--- src/rtl/multiplex_display_n.sv ---
// -----------------------------------------------------------------------------
// multiplex_display_n
//
// Time-multiplexed driver for NUM_DIGITS common-select 7-segment hex digits.
// Each digit owns a slot of REFRESH_CNT clocks. The first GAP_CNT clocks of
// every slot are dead time (all enables low) to stop ghosting between digits.
// Digit values are double-buffered: a load writes a pending buffer, and the
// pending buffer is copied to the displayed (active) buffer only at a frame
// boundary, so a frame never shows a mix of old and new values. Optional
// leading-zero blanking suppresses segments of zero digits above the highest
// non-zero digit (digit 0 is never blanked; decimal points are unaffected).
//
// Optional build feature (macro MUXDISP_BLINK_EN):
//   Adds parameter BLINK_FRAMES and input blink_mask. A blink phase bit toggles
//   every BLINK_FRAMES frames; while the phase is off, enables of digits whose
//   active blink_mask bit is set are held low. Without the macro there is no
//   blink port or state.
//
// Ports:
//   clk              system clock
//   rst_n            asynchronous active-low reset
//   digits_in        4*NUM_DIGITS hex digits, digit i at [4i+3:4i]
//   load             1-cycle strobe, captures digits_in/dp_in into pending
//   dp_in            per-digit decimal-point request
//   blink_mask       (MUXDISP_BLINK_EN only) per-digit blink request
//   blank_lz         leading-zero blanking enable, level
//   segments         {g,f,e,d,c,b,a}, active-high, registered
//   dp_out           decimal point of current digit, registered
//   enable_displays  one-hot digit select, registered
//   scan_idx         current slot index (live state, not an output register)
//   frame_done       1-cycle pulse in the first cycle after the scan wraps to 0
// -----------------------------------------------------------------------------
module multiplex_display_n #(
  parameter int NUM_DIGITS  = 4,
  parameter int REFRESH_CNT = 50000,
  parameter int GAP_CNT     = 500
`ifdef MUXDISP_BLINK_EN
  ,
  parameter int BLINK_FRAMES = 64
`endif
) (
  input  logic                          clk,
  input  logic                          rst_n,
  input  logic [4*NUM_DIGITS-1:0]       digits_in,
  input  logic                          load,
  input  logic [NUM_DIGITS-1:0]         dp_in,
`ifdef MUXDISP_BLINK_EN
  input  logic [NUM_DIGITS-1:0]         blink_mask,
`endif
  input  logic                          blank_lz,
  output logic [6:0]                    segments,
  output logic                          dp_out,
  output logic [NUM_DIGITS-1:0]         enable_displays,
  output logic [$clog2(NUM_DIGITS)-1:0] scan_idx,
  output logic                          frame_done
);

  localparam int CNT_W = $clog2(REFRESH_CNT);
  localparam int IDX_W = $clog2(NUM_DIGITS);
  localparam logic [CNT_W-1:0] CNT_LAST = CNT_W'(REFRESH_CNT - 1);
  localparam logic [IDX_W-1:0] IDX_LAST = IDX_W'(NUM_DIGITS - 1);

  // Hex to {g,f,e,d,c,b,a}; lower-case b and d keep them distinct from 8 and 0.
  function automatic logic [6:0] seg_decode(input logic [3:0] hex);
    logic [6:0] seg;
    case (hex)
      4'h0:    seg = 7'b0111111;
      4'h1:    seg = 7'b0000110;
      4'h2:    seg = 7'b1011011;
      4'h3:    seg = 7'b1001111;
      4'h4:    seg = 7'b1100110;
      4'h5:    seg = 7'b1101101;
      4'h6:    seg = 7'b1111101;
      4'h7:    seg = 7'b0000111;
      4'h8:    seg = 7'b1111111;
      4'h9:    seg = 7'b1101111;
      4'hA:    seg = 7'b1110111;
      4'hB:    seg = 7'b1111100;
      4'hC:    seg = 7'b0111001;
      4'hD:    seg = 7'b1011110;
      4'hE:    seg = 7'b1111001;
      default: seg = 7'b1110001;
    endcase
    return seg;
  endfunction

  logic [CNT_W-1:0]        cnt_q;
  logic [IDX_W-1:0]        idx_q;
  logic [4*NUM_DIGITS-1:0] pend_digits, act_digits;
  logic [NUM_DIGITS-1:0]   pend_dp, act_dp;
  logic                    pend_valid;

  logic                    slot_end;
  logic                    frame_end;
  logic                    in_gap;
  logic [3:0]              cur_digit;
  logic                    cur_dp;
  logic                    cur_blank;
  logic                    upper_zero;
  logic [NUM_DIGITS-1:0]   onehot;
  logic [NUM_DIGITS-1:0]   blink_hide;

  assign slot_end  = (cnt_q == CNT_LAST);
  assign frame_end = slot_end && (idx_q == IDX_LAST);
  assign scan_idx  = idx_q;

  // With no dead time the comparison would be against zero and always false.
  generate
    if (GAP_CNT == 0) begin : g_no_gap
      assign in_gap = 1'b0;
    end else begin : g_gap
      assign in_gap = (cnt_q < CNT_W'(GAP_CNT));
    end
  endgenerate

  // Refresh counter and slot index.
  // NOTE: sequential state uses non-blocking assignments so every register
  // samples pre-edge values, independent of process evaluation order.
  always_ff @(posedge clk or negedge rst_n) begin
    if (!rst_n) begin
      cnt_q <= '0;
      idx_q <= '0;
    end else if (slot_end) begin
      cnt_q <= '0;
      // Explicit wrap: NUM_DIGITS need not be a power of two.
      idx_q <= (idx_q == IDX_LAST) ? '0 : idx_q + IDX_W'(1);
    end else begin
      cnt_q <= cnt_q + CNT_W'(1);
    end
  end

  // Double buffer. A load in the boundary cycle only refreshes pending and
  // keeps pending_valid set, so it is shown one frame later.
  // NOTE: both buffers are small flop banks, not RAM, so they take the async
  // reset; a reset must not leave stale digits on the display.
  always_ff @(posedge clk or negedge rst_n) begin
    if (!rst_n) begin
      pend_digits <= '0;
      pend_dp     <= '0;
      pend_valid  <= 1'b0;
      act_digits  <= '0;
      act_dp      <= '0;
    end else begin
      if (load) begin
        pend_digits <= digits_in;
        pend_dp     <= dp_in;
      end
      if (frame_end && pend_valid) begin
        act_digits <= pend_digits;
        act_dp     <= pend_dp;
      end
      if (load) begin
        pend_valid <= 1'b1;
      end else if (frame_end) begin
        pend_valid <= 1'b0;
      end
    end
  end

  // Select the current digit and decide leading-zero blanking. Walking from
  // the top digit down, upper_zero tells whether digits i..NUM_DIGITS-1 are
  // all zero at the moment digit i is visited.
  // NOTE: every signal gets a default before the loop so no path through this
  // block leaves a value held, which would infer a latch.
  always_comb begin
    cur_digit  = 4'h0;
    cur_dp     = 1'b0;
    cur_blank  = 1'b0;
    upper_zero = 1'b1;
    for (int i = NUM_DIGITS - 1; i >= 0; i--) begin
      upper_zero = upper_zero && (act_digits[4*i +: 4] == 4'h0);
      if (idx_q == IDX_W'(i)) begin
        cur_digit = act_digits[4*i +: 4];
        cur_dp    = act_dp[i];
        cur_blank = blank_lz && (i != 0) && upper_zero;
      end
    end
  end

  always_comb begin
    onehot        = '0;
    onehot[idx_q] = 1'b1;
  end

`ifdef MUXDISP_BLINK_EN
  localparam int BF_W = (BLINK_FRAMES > 1) ? $clog2(BLINK_FRAMES) : 1;
  localparam logic [BF_W-1:0] BF_LAST = BF_W'(BLINK_FRAMES - 1);

  logic [NUM_DIGITS-1:0] pend_blink, act_blink;
  logic [BF_W-1:0]       bf_cnt;
  logic                  blink_on;

  // Blink mask travels through the same double buffer as the digits.
  always_ff @(posedge clk or negedge rst_n) begin
    if (!rst_n) begin
      pend_blink <= '0;
      act_blink  <= '0;
    end else begin
      if (load) begin
        pend_blink <= blink_mask;
      end
      if (frame_end && pend_valid) begin
        act_blink <= pend_blink;
      end
    end
  end

  // Phase starts on and flips after every BLINK_FRAMES frame boundaries.
  always_ff @(posedge clk or negedge rst_n) begin
    if (!rst_n) begin
      bf_cnt   <= '0;
      blink_on <= 1'b1;
    end else if (frame_end) begin
      if (bf_cnt == BF_LAST) begin
        bf_cnt   <= '0;
        blink_on <= ~blink_on;
      end else begin
        bf_cnt <= bf_cnt + BF_W'(1);
      end
    end
  end

  assign blink_hide = blink_on ? '0 : act_blink;
`else
  assign blink_hide = '0;
`endif

  // Output registers: cycle n+1 shows what counter/index/buffer held in cycle n.
  always_ff @(posedge clk or negedge rst_n) begin
    if (!rst_n) begin
      segments        <= '0;
      dp_out          <= 1'b0;
      enable_displays <= '0;
      frame_done      <= 1'b0;
    end else begin
      frame_done <= frame_end;
      if (in_gap) begin
        segments        <= '0;
        dp_out          <= 1'b0;
        enable_displays <= '0;
      end else begin
        segments        <= cur_blank ? 7'd0 : seg_decode(cur_digit);
        dp_out          <= cur_dp;
        enable_displays <= onehot & ~blink_hide;
      end
    end
  end

endmodule

--- config.mk ---
export PLATFORM = sky130hd
export DESIGN_NAME = multiplex_display_n
export DESIGN_NICKNAME = d
export VERILOG_FILES = /design/src/rtl/multiplex_display_n.sv
export SDC_FILE = /design/constraint.sdc
export NUM_CORES = 1
export LEC_CHECK = 0
export CORE_ASPECT_RATIO = 0.6
export CORE_MARGIN = 4
export CORE_UTILIZATION = 60
export CTS_CLUSTER_DIAMETER = 200
export DETAILED_ROUTE_END_ITERATION = 7
export GPL_TIMING_DRIVEN = 0
export PLACE_DENSITY = 0.92
export SLEW_MARGIN = 20
export SYNTH_ARGS = -nofsm -noshare
export SYNTH_HDL_FRONTEND = slang
export SYNTH_SLANG_ARGS = --single-unit
--- constraint.sdc ---
create_clock -name clk -period 4.7 [get_ports clk]
set_input_delay 0.705 -clock clk [delete_from_list [all_inputs] [get_ports clk]]
set_output_delay 0.705 -clock clk [all_outputs]
set_load 0.02 [all_outputs]
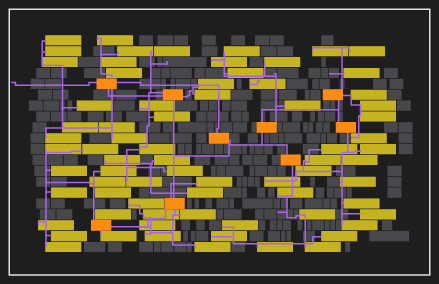
Fig. 1. Clock wires, drivers and flops.
Drawn at 4 px/um.
[yellow] flip-flops | count: 72
[purple] clock wires | length: 783 um
[orange] clock-net drivers | count: 9
routed clock nets	10

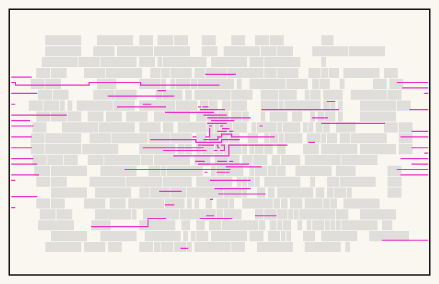
Fig. 2. Met3 routing.
Drawn at 4 px/um.
nets with wire on the layer	62
main direction	horizontal
wire length on this layer	567 um
longest straight run	26.2 um
share of all routed wire	7.9%
final WL: 7.15 mm
DR vias: 2363
M3 GR Usage: 6.34%

==> changes_impl.md <==
### Physical design

- Status: finished, final reports clean
- Combinational gate count: 179
- CP Launch Type: flip-flop
- Max-Cap Viols: 0
- Clkbuf count: 11
- Pwr/cell area: 295 nW/um2
- N_taps: 66
- Crit-path max FO: 10
- Vias in the first global route: 2339
- Worst EP required: 4.89 ns
- Post-layout period usage: 60.0%
- WP data arrival: 3.01 ns
- Yosys top cell by area: dfrtp_1
- Fillers: 329
- Synthesized flop and latch total: 72
- Critical path's largest stage delay: 0.50 ns
- Non-clk bufs: 49
- Adder share: 4.08%
- Chip area: 6920 um2
- Synthesized area per cell: 12.5 um2
- EDFF count, synth: 0
- Flop area: 1800 um2
- WHS: 0.260 ns
- Sequential power share: 53.9%
- Post-detail-place hpwl: 4.93 mm
- Max-slew violations: 0
- Routed len/inst: 18.3 um
- I/O Pins: 39
- Grt peak-use layer: met2
- Fin. Hold Viols: 0
- HP Class: primary input to async pin
- Cts repair resizes: 0
- Std-Cell Rows: 20
- Logic share of the area: 36.1%
- Largest net degree at the start of global routing: 50
- Top area cell types: dfrtp_1 (53%), mux2_4 (8.9%), mux2_2 (7.0%), ha_1 (4.1%), nor2_1 (2.2%)
- Clk latency late pin: 0.34 ns
- Core ar.: 5260 um2
- RSZ-0062 raised after global routing: false
- Tally of yosys warning messages: 0
- Fraction of registers with async set/reset: 100%
- H-tree depth: 3
- DR vias/cell: 6.06
- Most frequent logic cell in the layout: dfrtp_1
- Register area share after synthesis: 53.5%
- Cell count after synthesis: 270
- Die Height: 66.1 um
- Final setup margin: 1.88 ns
- Top cells excl fill/tap: dfrtp_1 (72), clkdlybuf4s50_1 (37), mux2_2 (21), nor2_1 (20), mux2_4 (20)
- Area growth from synthesis to layout: 20.6%
- Post-DRT Antenna Nets: 0
- Highest Signal Layer: met4
- Power share of the combinational group: 4.7%
- Synth unique cells: 40
- Top flop regs: act_digits (16), cnt_q (16), pend_digits (16)
- CTS tree: done
- P_sw: 0.257 mW
- Dominant comb cell: multiplexers
- Xor/xnor share: 3.38%
- Layout non-clock buf frac: 11.7%
- Post-layout nets: 355
- Fin cells: 390
- CTS root buf: clkbuf_8
- WL met1: 3.16 mm
- Inserted Diodes: 0
- FP Util: 64.1%
- Logic area: 1470 um2
- Sink Count: 72
- Layout cells sized above 1: 19.4%
- Layout clock area frac: 5.05%
- Grt met2 use: 38.6%
- Top-area cell share: 53.5%
- Cells after DPL: 375
- Pre-CTS worst setup slack: 1.96 ns
- Ys flop type: dfrtp_1
- Synth Cell Area: 3370 um2
- Post-synthesis cell count from yosys: 270
- Synthesized chip area reported by yosys: 3370 um2
- Clock network power share: 41.3%
-- power groups by stage --
stage	sequential, mW	clock (mW)	combinational, mW
after floorplan	0.655	0	0.0211
after global placement	0.658	0	0.0530
after detailed placement	0.659	0	0.0578
after CTS	0.647	0.499	0.0584
after global routing	0.649	0.530	0.0633
final	0.647	0.496	0.0568
-- critical path: cells and delay by family, from the launching register on --
kind | cells | cell delay (ns)
buffers and inverters | 3 | 0.65
adders and majority gates | 2 | 0.52
DFF | 1 | 0.42
AOI/OAI and AO/OA | 4 | 0.96
and+or+nand+nor | 1 | 0.11
-- cell families after synthesis --
logic type                 Yosys count
adders and majority gates           11
xor gates and xnor gates            13
DFF                                 72
AOI/OAI and AO/OA                   33
buffers and inverters               19
muxes                               43
and+or+nand+nor                     79
-- path summary, 6_finish.rpt --
check,endpoint,from,depth (start not counted),slack (ns)
worst max-delay path,segments[5]$_DFF_PN0_,scan_idx[1]$_DFFE_PN0N_,10,1.88
worst min register to register,pend_valid$_DFFE_PN0P_,pend_valid$_DFFE_PN0P_,1,0.49
worst max register to register,segments[5]$_DFF_PN0_,scan_idx[1]$_DFFE_PN0N_,10,1.88
max in group asynchronous,act_digits[4]$_DFFE_PN0P_,rst_n,2,3.91
min in group clk,pend_valid$_DFFE_PN0P_,pend_valid$_DFFE_PN0P_,1,0.49
worst min-delay path,cnt_q[6]$_DFF_PN0_,rst_n,1,0.26
-- per-stage QoR --
| step | cell area [um2] | power (mW) |
|---|---|---|
| floorplan | 3370 | 0.676 |
| global placement | 3830 | 0.711 |
| finish | 4060 | 1.20 |
| detailed placement | 3860 | 0.717 |
| CTS | 4060 | 1.20 |
| global route | 4060 | 1.24 |
Power and IR drop assume default switching activity.
